File: config.mk
export PLATFORM = sky130hd
export DESIGN_NAME = piso_serializer
export DESIGN_NICKNAME = d
export VERILOG_FILES = /design/src/rtl/piso_serializer.sv
export SDC_FILE = /design/constraint.sdc
export NUM_CORES = 1
export LEC_CHECK = 0
export CAP_MARGIN = 30
export CORE_AREA = 10 10 59 61
export DETAILED_ROUTE_END_ITERATION = 12
export DIE_AREA = 0 0 69 71
export PLACE_DENSITY = 0.7
export SETUP_SLACK_MARGIN = 0.5
export SLEW_MARGIN = 0
export SYNTH_ARGS = -nofsm -noshare
export SYNTH_HDL_FRONTEND = slang
export SYNTH_SLANG_ARGS = --single-unit
File: constraint.sdc
create_clock -name clk -period 2.2 [get_ports clk]
set_input_delay 0.66 -clock clk [delete_from_list [all_inputs] [get_ports clk]]
set_output_delay 0.66 -clock clk [all_outputs]
set_load 0.005 [all_outputs]
File: src/rtl/piso_serializer.sv
// rtl/piso_serializer.sv - LSB-first parallel-in/serial-out transmitter; `PISO_PARITY_EN appends an even-parity bit
module piso_serializer #(
   parameter int N = 8
) (
   input  logic         clk,
   input  logic         rst,
   input  logic [N-1:0] par_in,
   input  logic         load_valid,
   output logic         load_ready,
   output logic         serial_out,
   output logic         serial_valid,
   output logic         last
);

   localparam int CW = $clog2(N+1);

`ifdef PISO_PARITY_EN
   typedef enum logic [1:0] {IDLE, SHIFT, PARITY} state_t;
`else
   typedef enum logic [1:0] {IDLE, SHIFT} state_t;
`endif

   state_t         state, nxt_state;
   logic [N-1:0]   sreg, nxt_sreg;
   logic [CW-1:0]  cnt, nxt_cnt;
   logic           nxt_ready, nxt_out, nxt_valid, nxt_last;
   logic           hs, at_end, do_load;
`ifdef PISO_PARITY_EN
   logic           par, nxt_par;
`endif

   assign hs     = load_valid && load_ready;
   assign at_end = (cnt == CW'(N-1));

   // Next-state: accept a word, shift one bit per cycle, close the frame
   always_comb begin
      nxt_state = state;
      nxt_sreg  = sreg;
      nxt_cnt   = cnt;
      do_load   = 1'b0;
`ifdef PISO_PARITY_EN
      nxt_par   = par;
`endif
      case (state)
         IDLE: begin
            do_load = hs;
         end
         SHIFT: begin
            nxt_sreg = {1'b0, sreg[N-1:1]};
            nxt_cnt  = cnt + CW'(1);
            if (at_end) begin
               nxt_cnt = '0;
`ifdef PISO_PARITY_EN
               nxt_state = PARITY;
`else
               nxt_state = IDLE;
               do_load   = hs;
`endif
            end
         end
`ifdef PISO_PARITY_EN
         PARITY: begin
            nxt_state = IDLE;
            do_load   = hs;
         end
`endif
         default: begin
            nxt_state = IDLE;
            nxt_sreg  = '0;
            nxt_cnt   = '0;
         end
      endcase
      if (do_load) begin
         nxt_state = SHIFT;
         nxt_sreg  = par_in;
         nxt_cnt   = '0;
`ifdef PISO_PARITY_EN
         nxt_par   = ^par_in;
`endif
      end
   end

   // Output decode from the upcoming state so the outputs can be registered
   always_comb begin
      nxt_ready = 1'b1;
      nxt_valid = 1'b0;
      nxt_out   = 1'b0;
      nxt_last  = 1'b0;
      case (nxt_state)
         SHIFT: begin
            nxt_valid = 1'b1;
            nxt_out   = nxt_sreg[0];
`ifdef PISO_PARITY_EN
            nxt_ready = 1'b0;
`else
            nxt_ready = (nxt_cnt == CW'(N-1));
            nxt_last  = (nxt_cnt == CW'(N-1));
`endif
         end
`ifdef PISO_PARITY_EN
         PARITY: begin
            nxt_valid = 1'b1;
            nxt_out   = nxt_par;
            nxt_last  = 1'b1;
            nxt_ready = 1'b1;
         end
`endif
         default: begin
            nxt_ready = 1'b1;
         end
      endcase
   end

   // State and registered outputs; reset aborts any frame in flight
   always_ff @(posedge clk or posedge rst) begin
      if (rst) begin
         state        <= IDLE;
         sreg         <= '0;
         cnt          <= '0;
         load_ready   <= 1'b1;
         serial_out   <= 1'b0;
         serial_valid <= 1'b0;
         last         <= 1'b0;
`ifdef PISO_PARITY_EN
         par          <= 1'b0;
`endif
      end else begin
         state        <= nxt_state;
         sreg         <= nxt_sreg;
         cnt          <= nxt_cnt;
         load_ready   <= nxt_ready;
         serial_out   <= nxt_out;
         serial_valid <= nxt_valid;
         last         <= nxt_last;
`ifdef PISO_PARITY_EN
         par          <= nxt_par;
`endif
      end
   end

endmodule

Figure 1. Port wiring (run 1).
Drawn at 4 px/micron.
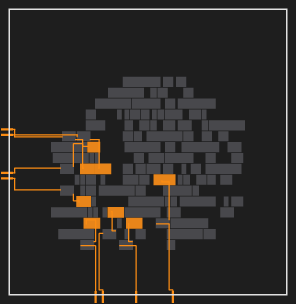
par_in: drawn in orange, bits 8, direction input, end cells 8, buffers 8, wire 193 microns.
boundary pin count: 15
Buffers on Ports: 14

Figure 2. Gate families picked out (run 1).
Drawn at 6 px/micron.
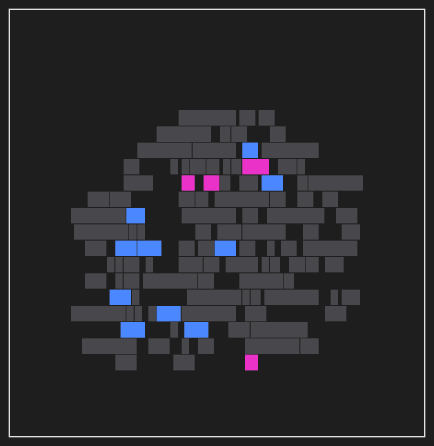
and/or cells: drawn in magenta, cells 4. non-inverting ao/oa cells: drawn in blue, cells 10.

==> impl_metrics.csv, run 1 <==
group,metric,value,unit
sta,finalSetupViolCount,0,
synth,ys.warnings.count,0,
critical_path,cp-startpoint,"load_ready",
cells_and_area,layout.area.seq,455.4,sq um
critical_path,path_cells,"clkdlybuf4s15_1",
critical_path,critPathCaptureType,"primary output",
route,m1WireLength,880,microns
min_path,hold_depth,1,
synth,numSynthFlops,18,
route,ant_nets,0,
cells_and_area,final_cell_mix,"buf_4 (16), dfrtp_1 (14), nand2_1 (11), clkdlybuf4s50_1 (9), nor2_1 (7)",
floorplanning,die-area,4899,sq um
synth,area_leaders,"dfrtp_1 (48%), a221o_2 (5.0%), nand2_1 (5.0%)",
clocking,htree_levels,1,
critical_path,worstRegToRegCells,7,
cells_and_area,lay_top_count,"buf_4",
synth,fp_nets,91,
route,route.met2.wl,941,microns
route,drt-total-wl,1938,microns
critical_path,crit_type,"reg2out",
power_and_ir_drop,ir_drop,0.3142,mV
clocking,insertion_delay,0.28,ns
synth,yosysTopAreaCell,"dfrtp_1",
sta,period_needed,1.682,ns
flow_run,cap_violations,0,
min_path,hold_path_end,"sreg[7]",
sta,slew_viol_final,0,
synth,ys_cells,79,
clocking,clk_pin_slew_worst_paths,0.10,ns
sta,whs,0.5175,ns
min_path,min_from,"sreg[7]",
synth,syn-cell-area,893.4,sq um
global_route,grt_usage,0.08321,
critical_path,r2r-start,"cnt[0]",
critical_path,crit_family,"flip-flops",
sta,hold_viol_final,0,
status,status,"complete, no violations",
clocking,tritoncts,"done",
route,dr.max_layer_used,"met4",
route,drtIter0Drc,50,
critical_path,critPathBufInv,1,
cells_and_area,drive_gt1_frac,0.3455,
critical_path,cp_slowest_cell,"dfstp_2",
sta,fmax,594.5,MHz
synth,postSynthCellCount,79,
sta,fin_worst_skew,0.005045,ns
placement,dpl_cell_area,1109,sq um
route,drc,0,
cells_and_area,final_util,0.5142,
cells_and_area,area_delta_synth_final,37.40,%
critical_path,cp_max_fo,2,
sta,setup_ws,0.5179,ns
route,wl_met3,102,microns
power_and_ir_drop,p_per_area,554.6,nW/um^2
synth,edf_count,0,
global_route,antenna_found_initial,0,
power_and_ir_drop,leakage,0.6037,nW
cells_and_area,fillCellCount,229,
flow_run,tool_warnings,28,
placement,dp_slack,0.02916,ns
clocking,cts.sink_count,18,
critical_path,r2r-end,"sreg[3]",
critical_path,critPathLaunchType,"flip-flop",
cells_and_area,nets,123,
critical_path,cp.required,1.54,ns
Figure 3. Pin map (run 1).
Drawn at 6 px/micron. Pins as bars across the die edge, other pins in gray.
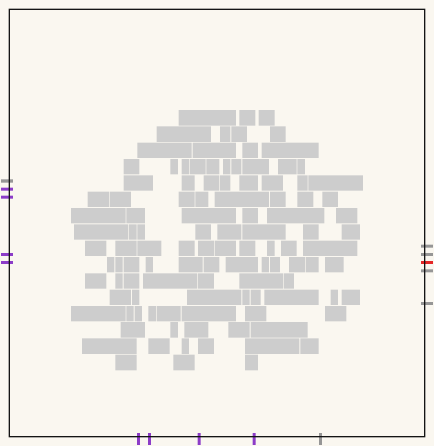
last: drawn in red, pins 1, direction output, edge right. par_in: drawn in purple, pins 8, direction input, edge 4 bottom, 4 left.
die width: 69 microns
Die Y: 71 microns

-- run 1: cells by family after synthesis --
logic type,synth area share
xor gates and xnor gates,0.009806
adders and majority gates,0.01400
other,0.004198
DFF,0.5056
AOI/OAI and AO/OA,0.2129
muxes,0.03641
and+or+nand+nor,0.1807
buffers and inverters,0.03640
-- run 1: state kept, by name, indices dropped and copies added, names as in the netlist --
signal        flops
load_ready        1
cnt               4
last              1
state             2
serial_valid      1
serial_out        1
sreg              8
-- run 1: per-layer routing --
metal  up-vias  GRT usage
met5         -          0
met4         0    0.02685
met3         2    0.03487
met2        24     0.1331
met1       344    0.09840
li1        350          -
-- run 1: worst max-delay path by stage --
stage | to | cells after the start | slack, ns
after floorplan | serial_out | 4 | 0.52
after global placement | sreg[3] | 6 | 0.04
after detailed placement | sreg[3] | 6 | 0.03
after CTS | load_ready | 1 | 0.46
after global routing | load_ready | 1 | 0.47
final | load_ready | 1 | 0.52
-- run 1: power by group --
| part | leakage (nW) | switching (W) | internal (W) |
|---|---|---|---|
| combinational | 0.348 | 0.0000479 | 0.0000666 |
| sequential | 0.235 | 0.0000198 | 0.000351 |
| clock | 0.0210 | 0.0000948 | 0.000101 |
-- run 1: cell type report --
class,count,area share
clock buffers,4,0.02956
inverters,1,0.003058
multi-input cells,56,0.3486
flip-flops and latches,18,0.3710
well taps,30,0.03058
repair buffers,31,0.2171
-- run 1: what timing repair did --
item	CTS	global route
setup buffers	8	2
cloned	0	0
resized	11	2
pin swaps	4	1
hold buffers	0	0
setup endpoints to repair	12	10
==> run 1 -> run 2 <==
- PLACE_DENSITY: 0.7 -> 0.73
- clock period: 2.2 -> 1.4 ns (I/O delays scaled with it)
Figure 4. Gate families picked out (run 2).
Drawn at 6 px/micron.
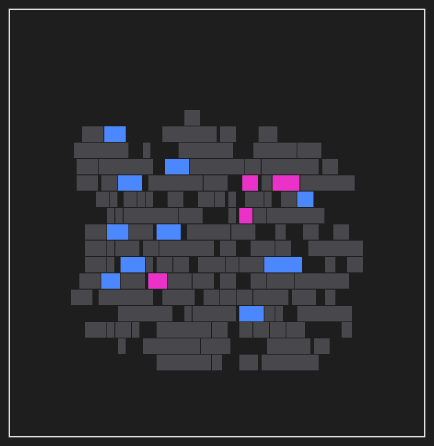
non-inverting ao/oa cells: drawn in blue, cells 10. and/or cells: drawn in magenta, cells 4, where center.

Figure 5. Pin map (run 2).
Drawn at 6 px/micron. Pins as bars across the die edge, other pins in gray.
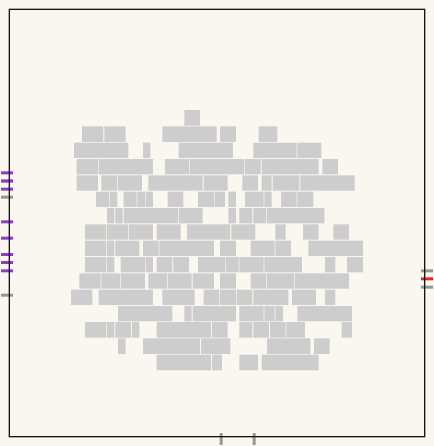
last: drawn in red, pins 1, direction output, edge right. par_in: drawn in purple, pins 8, direction input, edge left.
All pins by edge: 10 left, 3 right, 2 bottom.

==> run 2 against run 1 <==
Effect of this change:
- the flow now finishes with violations (setup timing)
- worst hold slack got worse by 0.10 ns
- sequential power rose by 55%
- final cell count increased by 10%
- count of clock-buffer cells in the layout unchanged
- first-iteration DRC count down 34%
- critical endpoint is now sreg[2]
- largest power group unchanged
==> impl_metrics.csv, run 2 <==
group,metric,value,unit
status,status,"complete, but fails checks",
status,failed_checks,"setup timing",
global_route,grt_usage,0.08615,
route,dr.max_layer_used,"met4",
power_and_ir_drop,p_int,0.0008551,W
placement,dp_slack,-0.5914,ns
power_and_ir_drop,p_clk_frac,0.282,
global_route,met3_usage,0.02092,
synth,edf_count,0,
route,route.met2.wl,1154,microns
floorplanning,die-area,4899,sq um
synth,ys.flop_type,"dfrtp_1",
route,ant_nets,0,
power_and_ir_drop,switching_share,0.2584,
critical_path,critPathLaunchType,"flip-flop",
flow_run,tool_warnings,29,
power_and_ir_drop,power_clock,0.000326,W
power_and_ir_drop,pg_seq,0.000574,W
power_and_ir_drop,p_comb,0.000253,W
clocking,tritoncts,"done",
critical_path,cp_max_fo,5,
synth,fp_nets,91,
critical_path,critPathCaptureType,"flip-flop",
critical_path,cp.required,1.59,ns
power_and_ir_drop,power.group.top,"sequential cells",
critical_path,r2r-start,"cnt[1]",
power_and_ir_drop,leakage,0.6888,nW
sta,whs,0.4170,ns
floorplanning,die.size.y,71,microns
cells_and_area,largest_reg_flops,8,
cells_and_area,area_delta_synth_final,59.80,%
global_route,grt_overflow,0,
sta,fmax,617.1,MHz
global_route,antenna_found_initial,0,
clocking,htree_levels,1,
power_and_ir_drop,ir_drop,0.6315,mV
route,drt-total-wl,2309,microns
floorplanning,die_width,69,microns
route,drtIter0Drc,33,
power_and_ir_drop,p_switching,0.0002980,W
power_and_ir_drop,power_frac_comb,0.220,
floorplanning,ios,15,
critical_path,cp-startpoint,"cnt[1]",
synth,area_leaders,"dfrtp_1 (48%), a221o_2 (5.0%), nand2_1 (5.0%)",
clocking,cts.sink_count,18,
cells_and_area,top_regs,"sreg: 8 flops, cnt: 4 flops, state: 2 flops",
sta,hold_viol_final,0,
flow_run,cap_violations,0,
cells_and_area,nets,137,
power_and_ir_drop,p_per_area,807.7,nW/um^2
route,drt_first_pass_iters,4,
synth,ys_cells,79,
cells_and_area,fillCellCount,201,
synth,numSynthFlops,18,
placement,io_buffers,14,
global_route,use_met2,0.1443,
cells_and_area,regMostFlops,"sreg",
sta,setup_ws,-0.2205,ns
cells_and_area,drive_gt1_frac,0.5323,
global_route,grt.met1_usage,0.1043,
cells_and_area,final_cell_mix,"buf_4 (21), dfrtp_1 (15), nand2_1 (10), buf_6 (9), clkdlybuf4s50_1 (9)",
cells_and_area,lay_top_count,"buf_4",
sta,finalSetupViolCount,14,
sta,fin_worst_skew,0.003594,ns
power_and_ir_drop,power_frac_seq,0.498,
synth,ys.warnings.count,0,
global_route,gr-max-usage-layer,"met2",
clocking,clk_pin_slew_worst_paths,0.10,ns
synth,postSynthCellCount,79,
clocking,insertion_delay,0.30,ns
synth,syn-cell-area,893.4,sq um
critical_path,crit_type,"reg2reg",
sta,period_needed,1.620,ns
sta,slew_viol_final,0,
run 2: cell types whose count changed in the layout (fill, tap and decap cells not counted), sizes merged:
cell and delta:
dlygate4sd2 -3, buf +18, clkdlybuf4s15 -1
run 2: cells by family after synthesis:
logic type,after synthesis,share of synthesized area
AND-OR/OR-AND,20,0.2129
XOR/XNOR,1,0.009806
adder cells (fa/ha/maj),1,0.01400
buffers and inverters,5,0.03640
flip-flops,18,0.5056
multiplexers,3,0.03641
other,1,0.004198
AND/OR/NAND/NOR,30,0.1807
run 2: area by class of cell:
cell class	count	area, sq um	area share
multi-input cells	56	498.0	0.3488
flip-flops and latches	18	454.2	0.3181
repair buffers	45	397.9	0.2787
well taps	30	37.54	0.02629
clock buffers	4	36.28	0.02542
inverters	1	3.754	0.002629
run 2: critical path: stages, from the launching register on:
cell and delay (ns):
dfrtp_1 0.40, ha_4 0.16, nand3b_4 0.10, a211oi_4 0.34, buf_6 0.17, nor2_1 0.05, a221o_2 0.29
run 2: timing repair:
action / in CTS / in global routing
gates cloned: 1 / 0
gates resized: 32 / 7
buffers inserted: 5 / 5
setup endpoints to repair: 21 / 21
pin swaps: 8 / 5
hold buffers: 0 / 0
run 2: per-stage QoR:
| stage | util | instance area [sq um] |
|---|---|---|
| detailed placement | 0.5183 | 1237 |
| finish | 0.5980 | 1428 |
| global placement | 0.5183 | 1237 |
| global route | 0.5980 | 1428 |
| floorplan | - | 935.9 |
| CTS | 0.5692 | 1359 |
run 2: final timing paths:
kind / depth (start not counted) / end / slack, ns
setup / recovery: 6 / sreg[2] / -0.22
hold / removal: 3 / sreg[1] / 0.42
setup reg to reg: 6 / sreg[2] / -0.22
hold reg to reg: 1 / sreg[7] / 0.52
max in group asynchronous: 3 / load_ready / 0.73
min in group clk: 1 / sreg[7] / 0.52
Power figures rest on the tool's default switching activity, not on a simulated workload.
